<file path="src/rtl/alu_pkg.sv">
// alu_pkg: shared ALU definitions for the responder RTL, driver, monitor and
// scoreboard.
//   ALU_DATA_W : default operand/result width
//   alu_op_e   : 4-bit opcode encoding, OP_ADD (0x0) .. OP_CLR (0xF)
package alu_pkg;
    localparam int ALU_DATA_W = 8;

    typedef enum logic [3:0] {
        OP_ADD = 4'h0, OP_ADC = 4'h1, OP_SUB = 4'h2, OP_SBB = 4'h3,
        OP_AND = 4'h4, OP_OR  = 4'h5, OP_XOR = 4'h6, OP_NOT = 4'h7,
        OP_SHL = 4'h8, OP_SHR = 4'h9, OP_ROL = 4'hA, OP_ROR = 4'hB,
        OP_INC = 4'hC, OP_DEC = 4'hD, OP_ACC = 4'hE, OP_CLR = 4'hF
    } alu_op_e;
endpackage

</file>
<file path="src/rtl/alu_exec.sv">
// alu_exec: purely combinational ALU datapath used in stage 2.
//   a, b    : operands
//   op      : opcode
//   cf, acc : current carry flag / accumulator state
//   y, co   : result and carry/borrow/shifted-out bit
//   acc_nxt : accumulator value after this op
//   cf_nxt  : carry flag value after this op
module alu_exec
    import alu_pkg::*;
#(
    parameter int DATA_W = ALU_DATA_W
) (
    input  logic [DATA_W-1:0] a,
    input  logic [DATA_W-1:0] b,
    input  alu_op_e           op,
    input  logic              cf,
    input  logic [DATA_W-1:0] acc,
    output logic [DATA_W-1:0] y,
    output logic              co,
    output logic [DATA_W-1:0] acc_nxt,
    output logic              cf_nxt
);
    // One bit wider than the data: the top bit is the carry for additions,
    // the borrow for subtractions (wraps negative) and the shifted-out bit
    // for shifts/rotates.
    logic [DATA_W:0] r;
    logic [DATA_W:0] a_x, b_x, cf_x;

    assign a_x  = {1'b0, a};
    assign b_x  = {1'b0, b};
    assign cf_x = {{DATA_W{1'b0}}, cf};

    always_comb begin
        r       = '0;
        acc_nxt = acc;
        case (op)
            OP_ADD: r = a_x + b_x;
            OP_ADC: r = a_x + b_x + cf_x;
            OP_SUB: r = a_x - b_x;
            OP_SBB: r = a_x - b_x - cf_x;
            OP_AND: r = {1'b0, a & b};
            OP_OR:  r = {1'b0, a | b};
            OP_XOR: r = {1'b0, a ^ b};
            OP_NOT: r = {1'b0, ~a};
            OP_SHL: r = {a, 1'b0};
            OP_SHR: r = {a[0], 1'b0, a[DATA_W-1:1]};
            OP_ROL: r = {a, a[DATA_W-1]};
            OP_ROR: r = {a[0], a[0], a[DATA_W-1:1]};
            OP_INC: r = a_x + (DATA_W+1)'(1);
            OP_DEC: r = a_x - (DATA_W+1)'(1);
            OP_ACC: begin
                r       = {1'b0, acc} + a_x;
                acc_nxt = r[DATA_W-1:0];
            end
            OP_CLR: begin
                r       = '0;
                acc_nxt = '0;
            end
        endcase
    end

    assign y      = r[DATA_W-1:0];
    assign co     = r[DATA_W];
    assign cf_nxt = r[DATA_W];
endmodule

</file>
<file path="src/rtl/alu_pipe_responder.sv">
// alu_pipe_responder: two-stage registered ALU (responder side of the ALU
// interface) with valid qualifier, carry flag and accumulator state.
//   clk, reset            : rising-edge clock, async active-high reset
//   alu_a_in, alu_b_in    : operands
//   alu_opcode_in         : operation select (alu_op_e encoding)
//   alu_in_valid          : operands/opcode valid this cycle
//   alu_y_out, alu_co_out : registered result and carry/borrow bit
//   alu_out_valid         : one-cycle pulse per accepted op, two edges later
module alu_pipe_responder
    import alu_pkg::*;
#(
    parameter int DATA_W = ALU_DATA_W
) (
    input  logic              clk,
    input  logic              reset,
    input  logic [DATA_W-1:0] alu_a_in,
    input  logic [DATA_W-1:0] alu_b_in,
    input  logic [3:0]        alu_opcode_in,
    input  logic              alu_in_valid,
    output logic [DATA_W-1:0] alu_y_out,
    output logic              alu_co_out,
    output logic              alu_out_valid
);
    // vld_pipe[1]: stage-1 register holds a valid op; vld_pipe[2]: output valid
    logic [2:1]        vld_pipe;
    logic [DATA_W-1:0] s1_a, s1_b;
    alu_op_e           s1_op;
    logic              cf;
    logic [DATA_W-1:0] acc;

    logic [DATA_W-1:0] ex_y, ex_acc_nxt;
    logic              ex_co, ex_cf_nxt;

    alu_exec #(.DATA_W(DATA_W)) u_exec (
        .a       (s1_a),
        .b       (s1_b),
        .op      (s1_op),
        .cf      (cf),
        .acc     (acc),
        .y       (ex_y),
        .co      (ex_co),
        .acc_nxt (ex_acc_nxt),
        .cf_nxt  (ex_cf_nxt)
    );

    always_ff @(posedge clk or posedge reset) begin
        if (reset) begin
            vld_pipe   <= '0;
            s1_a       <= '0;
            s1_b       <= '0;
            s1_op      <= OP_ADD;
            cf         <= 1'b0;
            acc        <= '0;
            alu_y_out  <= '0;
            alu_co_out <= 1'b0;
        end else begin
            vld_pipe <= {vld_pipe[1], alu_in_valid};
            s1_a     <= alu_a_in;
            s1_b     <= alu_b_in;
            s1_op    <= alu_op_e'(alu_opcode_in);
            // cf/acc update on the same edge as the outputs, so the op now
            // entering stage 2 already sees the state left by its predecessor.
            if (vld_pipe[1]) begin
                alu_y_out  <= ex_y;
                alu_co_out <= ex_co;
                cf         <= ex_cf_nxt;
                acc        <= ex_acc_nxt;
            end
        end
    end

    assign alu_out_valid = vld_pipe[2];
endmodule
</file>
<file path="config.mk">
export PLATFORM = sky130hd
export DESIGN_NAME = alu_pipe_responder
export DESIGN_NICKNAME = d
export VERILOG_FILES = /design/src/rtl/alu_pkg.sv /design/src/rtl/alu_exec.sv /design/src/rtl/alu_pipe_responder.sv
export SDC_FILE = /design/constraint.sdc
export NUM_CORES = 1
export LEC_CHECK = 0
export CORE_ASPECT_RATIO = 1.5
export CORE_MARGIN = 2
export CORE_UTILIZATION = 41
export CTS_CLUSTER_SIZE = 8
export DETAILED_ROUTE_END_ITERATION = 8
export SLEW_MARGIN = 20
export SYNTH_ARGS = -nofsm -noshare
export SYNTH_HDL_FRONTEND = slang
export SYNTH_SLANG_ARGS = --single-unit
</file>
<file path="constraint.sdc">
create_clock -name clk -period 9.2 [get_ports clk]
set_input_delay 1.38 -clock clk [delete_from_list [all_inputs] [get_ports clk]]
set_output_delay 1.38 -clock clk [all_outputs]
set_load 0.05 [all_outputs]
</file>
==> results.txt, run 1 <==
Implementation results

The run finished with clean final reports. The end of the worst register-to-register path is cf$_DFFE_PP0P_. The timing report gives the biggest stage delay along the critical path as between 0.8 and 0.9 ns. The total die area is roughly 0.010 mm^2. During I/O placement, the number of pins put on the boundary was 33. The number of sinks driven by the clock tree is 39.

For the combinational group, total power comes out at slightly below 0.3 mW. The leakage component of the power was reported as between 1.5 and 2 nW. Of the total synthesized cell area, the portion taken by XOR and XNOR cells is 5.68%. The final wirelength is 12400 um.

The kind of path behind the tightest hold check is reg -> reg. The cell depth of the worst flop-to-flop path is 12. In this run the tools logged warnings totalling between 40 and 50. The leading register cell type out of synthesis is sky130_fd_sc_hd__dfrtp_1.

By area the synthesized netlist is led by sky130_fd_sc_hd__dfrtp_1 (25%), sky130_fd_sc_hd__ha_1 (14%), sky130_fd_sc_hd__nor2_1 (3.8%). Per the cell usage report, the commonest logic cells after layout are sky130_fd_sc_hd__ha_1 (44), sky130_fd_sc_hd__nor2_1 (40), sky130_fd_sc_hd__dfrtp_1 (39), sky130_fd_sc_hd__inv_1 (33), sky130_fd_sc_hd__clkdlybuf4s50_1 (32). In the final report, the number of endpoints failing setup comes to 0.

The count of H-tree levels built during CTS is 2. Per the placement log, port buffering inserted 32 buffers. After synthesis, the chip area reported by Yosys is between 0.003 and 0.004 mm^2. The endpoint of the worst hold-timing path is acc[6]$_DFFE_PP0P_.

The dominant cell by count in the synthesized netlist is sky130_fd_sc_hd__ha_1. The critical-path maximum fanout is 25. The arrival time of the worst setup path is 4.16 ns. For reference, simple AND, OR, NAND and NOR cells occupy 17.8% of the area reported after synthesis.

In this run switching power makes up 38.7% of total power. The number of buffers inserted by post-CTS setup repair is 0. The transition time recorded at the tightest slew-check pin is 0.751 ns.

The vias per cell is slightly above 6. The aggregate negative setup slack is 0 ns. The first global-routing pass estimated 20100 um of wire. Per the post-synthesis report, the nets total between 500 and 600. The required time at the worst-slack endpoint is 9.35 ns.

In this run, post-CTS hold repair placed 0 buffers. The met1 routing resource usage after global routing is approximately 28%. The worst setup path is launched from a flop. Global routing used 43.1% of the available met2 tracks. For the worst-skew pair, the clock arrives at the later sink with an insertion delay of 0.29 ns. The post-synthesis sequential area ratio is 24.6%. The synthesized design contains 0 enable-type register cells. Entering global routing, the biggest net connects ~40 pins. TritonCTS built the clock tree. The worst setup path is of the reg -> reg kind. The mapped netlist covers 0.00396 mm^2. The logic depth of the worst path, buffers included is 12. The flip-flop and latch count after synthesis is 39. The final critical-path required period is about 4.0 ns.

Once detail routing completed, the nets flagged for antenna violations numbered 0. After detailed routing, the met2 layer carries 6440 um of wire. After synthesis, the most frequently instantiated cells are sky130_fd_sc_hd__ha_1 (44), sky130_fd_sc_hd__nor2_1 (40), sky130_fd_sc_hd__dfrtp_1 (39). Across all layers, the routed design uses around 3700 vias.

The share of final-layout standard cells stronger than drive strength 1 is 5.98%. The number of cells reported by Yosys stat comes to 460. Between clock sinks in the finished design, the worst skew comes to between 0.008 and 0.009 ns. The group with the largest share of power is combinational logic.
run 1: per-stage QoR:
stage / cell area [um^2] / power, mW / hold slack, ns / cells / setup slack (ns)
6_report: 4500 / 0.715 / 0.484 / 600 / 5.19
5_1_grt: 4500 / 0.756 / 0.508 / 600 / 4.95
4_1_cts: 4500 / 0.716 / 0.494 / 600 / 5.24
3_5_place_dp: 4330 / 0.511 / 0.481 / 592 / 5.29
3_3_place_gp: 4330 / 0.508 / 0.473 / 592 / 5.48
2_1_floorplan: 3960 / 0.426 / 0.438 / 460 / 6.11
run 1: final cells by class:
class / count / area, um^2
tap: 115 / 144
timing repair buffer: 35 / 343
inverter: 34 / 128
clock inverter: 3 / 43.8
multi-input combinational: 369 / 2740
sequential: 39 / 976
fill: 951 / 5020
clock buffer: 5 / 125
Figure 1. Pin placement (run 1).
Scale: 2 px per um. Pins as bars across the die edge, other pins in grey.
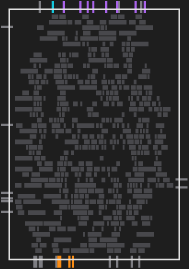
legend:
  cyan:
    port: alu_in_valid
    pins: 1
    direction: input
    edge: north
  orange:
    port: alu_opcode_in
    pins: 4
    direction: input
    edge: south
  purple:
    port: alu_y_out
    pins: 8
    direction: output
    edge: north
all pins by edge: 13 south, 12 north, 6 west, 2 east

Figure 2. Met2 routing (run 1).
Scale: 3 px per um.
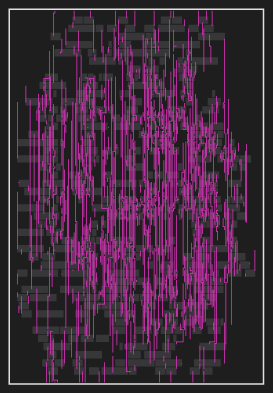
longest straight run: 59.8 um
nets with wire on the layer: 459

Figure 3. Placed cells, one colour a class (run 1).
Scale: 3 px per um. Fill, decap, tap and diode cells in grey.
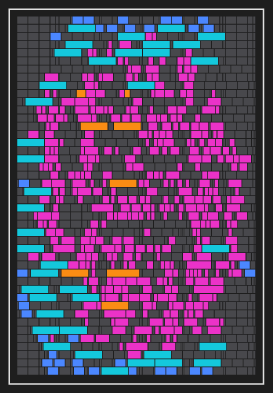
legend:
  cyan:
    class: registers
    cells: 39
  blue:
    class: remaining buffers and delay cells
    cells: 35
  magenta:
    class: remaining logic cells
    cells: 403
  orange:
    class: clock drivers and dummy loads
    cells: 8
fraction of the core area covered by cells at the end of the flow: 47.3%
flop share of the area: 21.7%
core box area: 0.00952 mm^2
# rows: 44
area of all placed cells without fillers: 0.00450 mm^2

==> run 1 -> run 2 <==
clock period = 3.34 ns   (was 9.2 ns; I/O delays follow)
Figure 4. Clock nets (run 2).
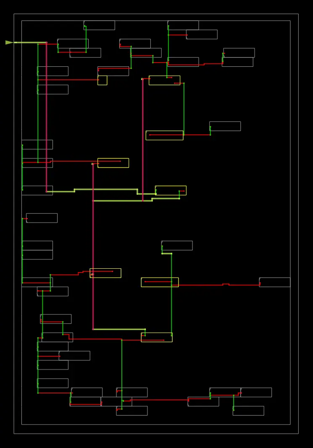
clk pwr: 0.655 mW
Insertion Delay late pin: 0.30 ns
Layout clock buffers: 5
number of CTS-inserted buffers: 5
Clock Skew: 0.0115 ns

==> results.txt, run 2 <==
Implementation results

Status: completed (unchanged). The final wirelength is 13100 um (was 12400 um). The layout buffer count excluding clock buffers is 51 (was 35).

The number of top-level pins came to 33 (unchanged). The violation count after the first detailed-route iteration came to 329 (was 355). The number of well taps is 115 (unchanged). The cell group occupying the most layout area is combinational gates (unchanged).

The reg-to-reg setup timing slack is 0.23 ns (was 5.19 ns). The clock transition at the registers of the reported paths is 0.07 ns (about the same). The final count of negative-setup-slack endpoints is 0 (unchanged). The total power came to 2.09 mW (was 0.715 mW). The post-synthesis sequential area ratio is 24.6% (unchanged).

The floorplan row count came to 44 (unchanged). The number of filler cells placed in the layout is 908 (was 951). The total die area is 0.0105 mm^2 (unchanged). The final critical-path required period came to 3.11 ns (was 4.01 ns). The sequential cell area is 976 um^2 (unchanged). The area added between synthesis and finish came to 17.2% (was 13.5%).

The endpoint of the worst hold-timing path was acc[4]$_DFFE_PP0P_ (was acc[6]$_DFFE_PP0P_). The aggregate negative setup slack is 0 ns (unchanged). The flip-flop and latch count after synthesis is 39 (unchanged). The reported leakage power is 2.04 nW (was 1.95 nW).

The yosys stat cell total is 460 (unchanged). The total of hold buffers inserted after clock tree synthesis is 0 (unchanged). Most frequent cells in the layout: sky130_fd_sc_hd__ha_1 (44), sky130_fd_sc_hd__nor2_1 (40), sky130_fd_sc_hd__dfrtp_1 (39), sky130_fd_sc_hd__inv_1 (33), sky130_fd_sc_hd__clkdlybuf4s50_1 (32) (unchanged). The leading register cell type out of synthesis is sky130_fd_sc_hd__dfrtp_1 (unchanged). The number of sinks driven by the clock tree is 39 (unchanged). The pin count of the biggest net entering global routing is 33 (was 40). The floorplan net count is 531 (unchanged). The share of cell area taken by flip-flops and latches is 21.0% (was 21.7%).

The area occupied by multi-input gates is 0.00274 mm^2 (unchanged). The critical-path maximum fanout was 9 (was 25). The arrival time of the worst setup path was 3.28 ns (was 4.16 ns). Leading cell types by total area after synthesis: sky130_fd_sc_hd__dfrtp_1 (25%), sky130_fd_sc_hd__ha_1 (14%), sky130_fd_sc_hd__nor2_1 (3.8%) (unchanged). The number of enable flip-flop cells came to 0 (unchanged).

The number of non-clock inverters is 34 (unchanged). The startpoint of the lowest-slack hold path is acc[4]$_DFFE_PP0P_ (was acc[6]$_DFFE_PP0P_). The number of buffers inserted by post-CTS setup repair came to 0 (unchanged). The category of the worst setup path launch point is a flop (unchanged). The share of final-layout standard cells stronger than drive strength 1 is 8.98% (was 5.98%). The TritonCTS clock tree is done (unchanged). The logic depth of the worst path, buffers included is 11 (was 12).

The dominant cell by count in the synthesized netlist is sky130_fd_sc_hd__ha_1 (unchanged). The number of max-slew violations in the final report was 0 (unchanged). The count of input and output buffers is 32 (unchanged). The clock tree cell share of total cell area came to 4.15% (was 3.75%). The number of remaining DRC errors is 0 (unchanged). The end of the worst register-to-register path is alu_y_out[6]$_DFFE_PP0P_ (was cf$_DFFE_PP0P_). The kind of path behind the tightest hold check is reg -> reg (unchanged).

The post-synthesis xor/xnor area fraction was 5.68% (unchanged). The count of H-tree levels built during CTS is 2 (unchanged). The measured slew at the worst slew-check pin came to 0.770 ns (was 0.751 ns). The sequential cell count is 39 (unchanged). The first-pass GRT wire length is 20700 um (was 20100 um). The overall overflow remaining after global route was 0 (unchanged). Top post-synthesis cells by count: sky130_fd_sc_hd__ha_1 (44), sky130_fd_sc_hd__nor2_1 (40), sky130_fd_sc_hd__dfrtp_1 (39) (unchanged). The multi-input gate share of total cell area came to 59.0% (was 60.9%). The required time at the worst-slack endpoint was 3.51 ns (was 9.35 ns). The routability-driven placement congestion ratio is 0.934 (was 0.960). The delay of the slowest critical-path stage is 0.55 ns (was 0.82 ns). The vias per cell is 6.09 (was 6.10). The routed via count came to 3754 (was 3659). The number of iterations in the first detailed-routing pass is 9 (was 6).

The combinational gate count is 369 (unchanged). The non-clock buffer share of cell area is 9.97% (was 7.62%). The worst-case hold slack is 0.496 ns (was 0.484 ns). The netlist area before placement is 0.00396 mm^2 (unchanged). The category of the critical setup timing path is reg -> reg (unchanged). The count of tool warnings was 43 (unchanged). The number of distinct library cells after synthesis was 75 (unchanged). The post-synthesis share of cell area spent on and, or, nand and nor gates was 17.8% (unchanged). The cell depth of the worst flop-to-flop path is 11 (was 12). The remaining antenna violation count is 0 (unchanged).
run 2: per-stage QoR:
stage / cells / utilization, % / setup WS, ns / instance area [um^2]
after global routing: 616 / 48.8 / 0.0864 / 4640
after floorplan: 460 / - / 0.251 / 3960
after global placement: 608 / 46.7 / 0.260 / 4450
after CTS: 616 / 48.8 / 0.264 / 4640
final: 616 / 48.8 / 0.230 / 4640
after detailed placement: 608 / 46.7 / 0.277 / 4450
run 2: where the power goes:
part	switching (mW)	total, mW	internal [mW]
sequential	0.0453	0.578	0.532
clock	0.226	0.655	0.429
combinational	0.520	0.860	0.340
total	0.791	2.09	1.30
run 2: routing by layer:
metal  GRT usage, %  routed length [um]
met1           30.5                5210
met2           43.3                6580
met3           3.11                 556
met4           15.9                 792
met5              0                   0
Power is estimated from default activity; no workload was simulated.
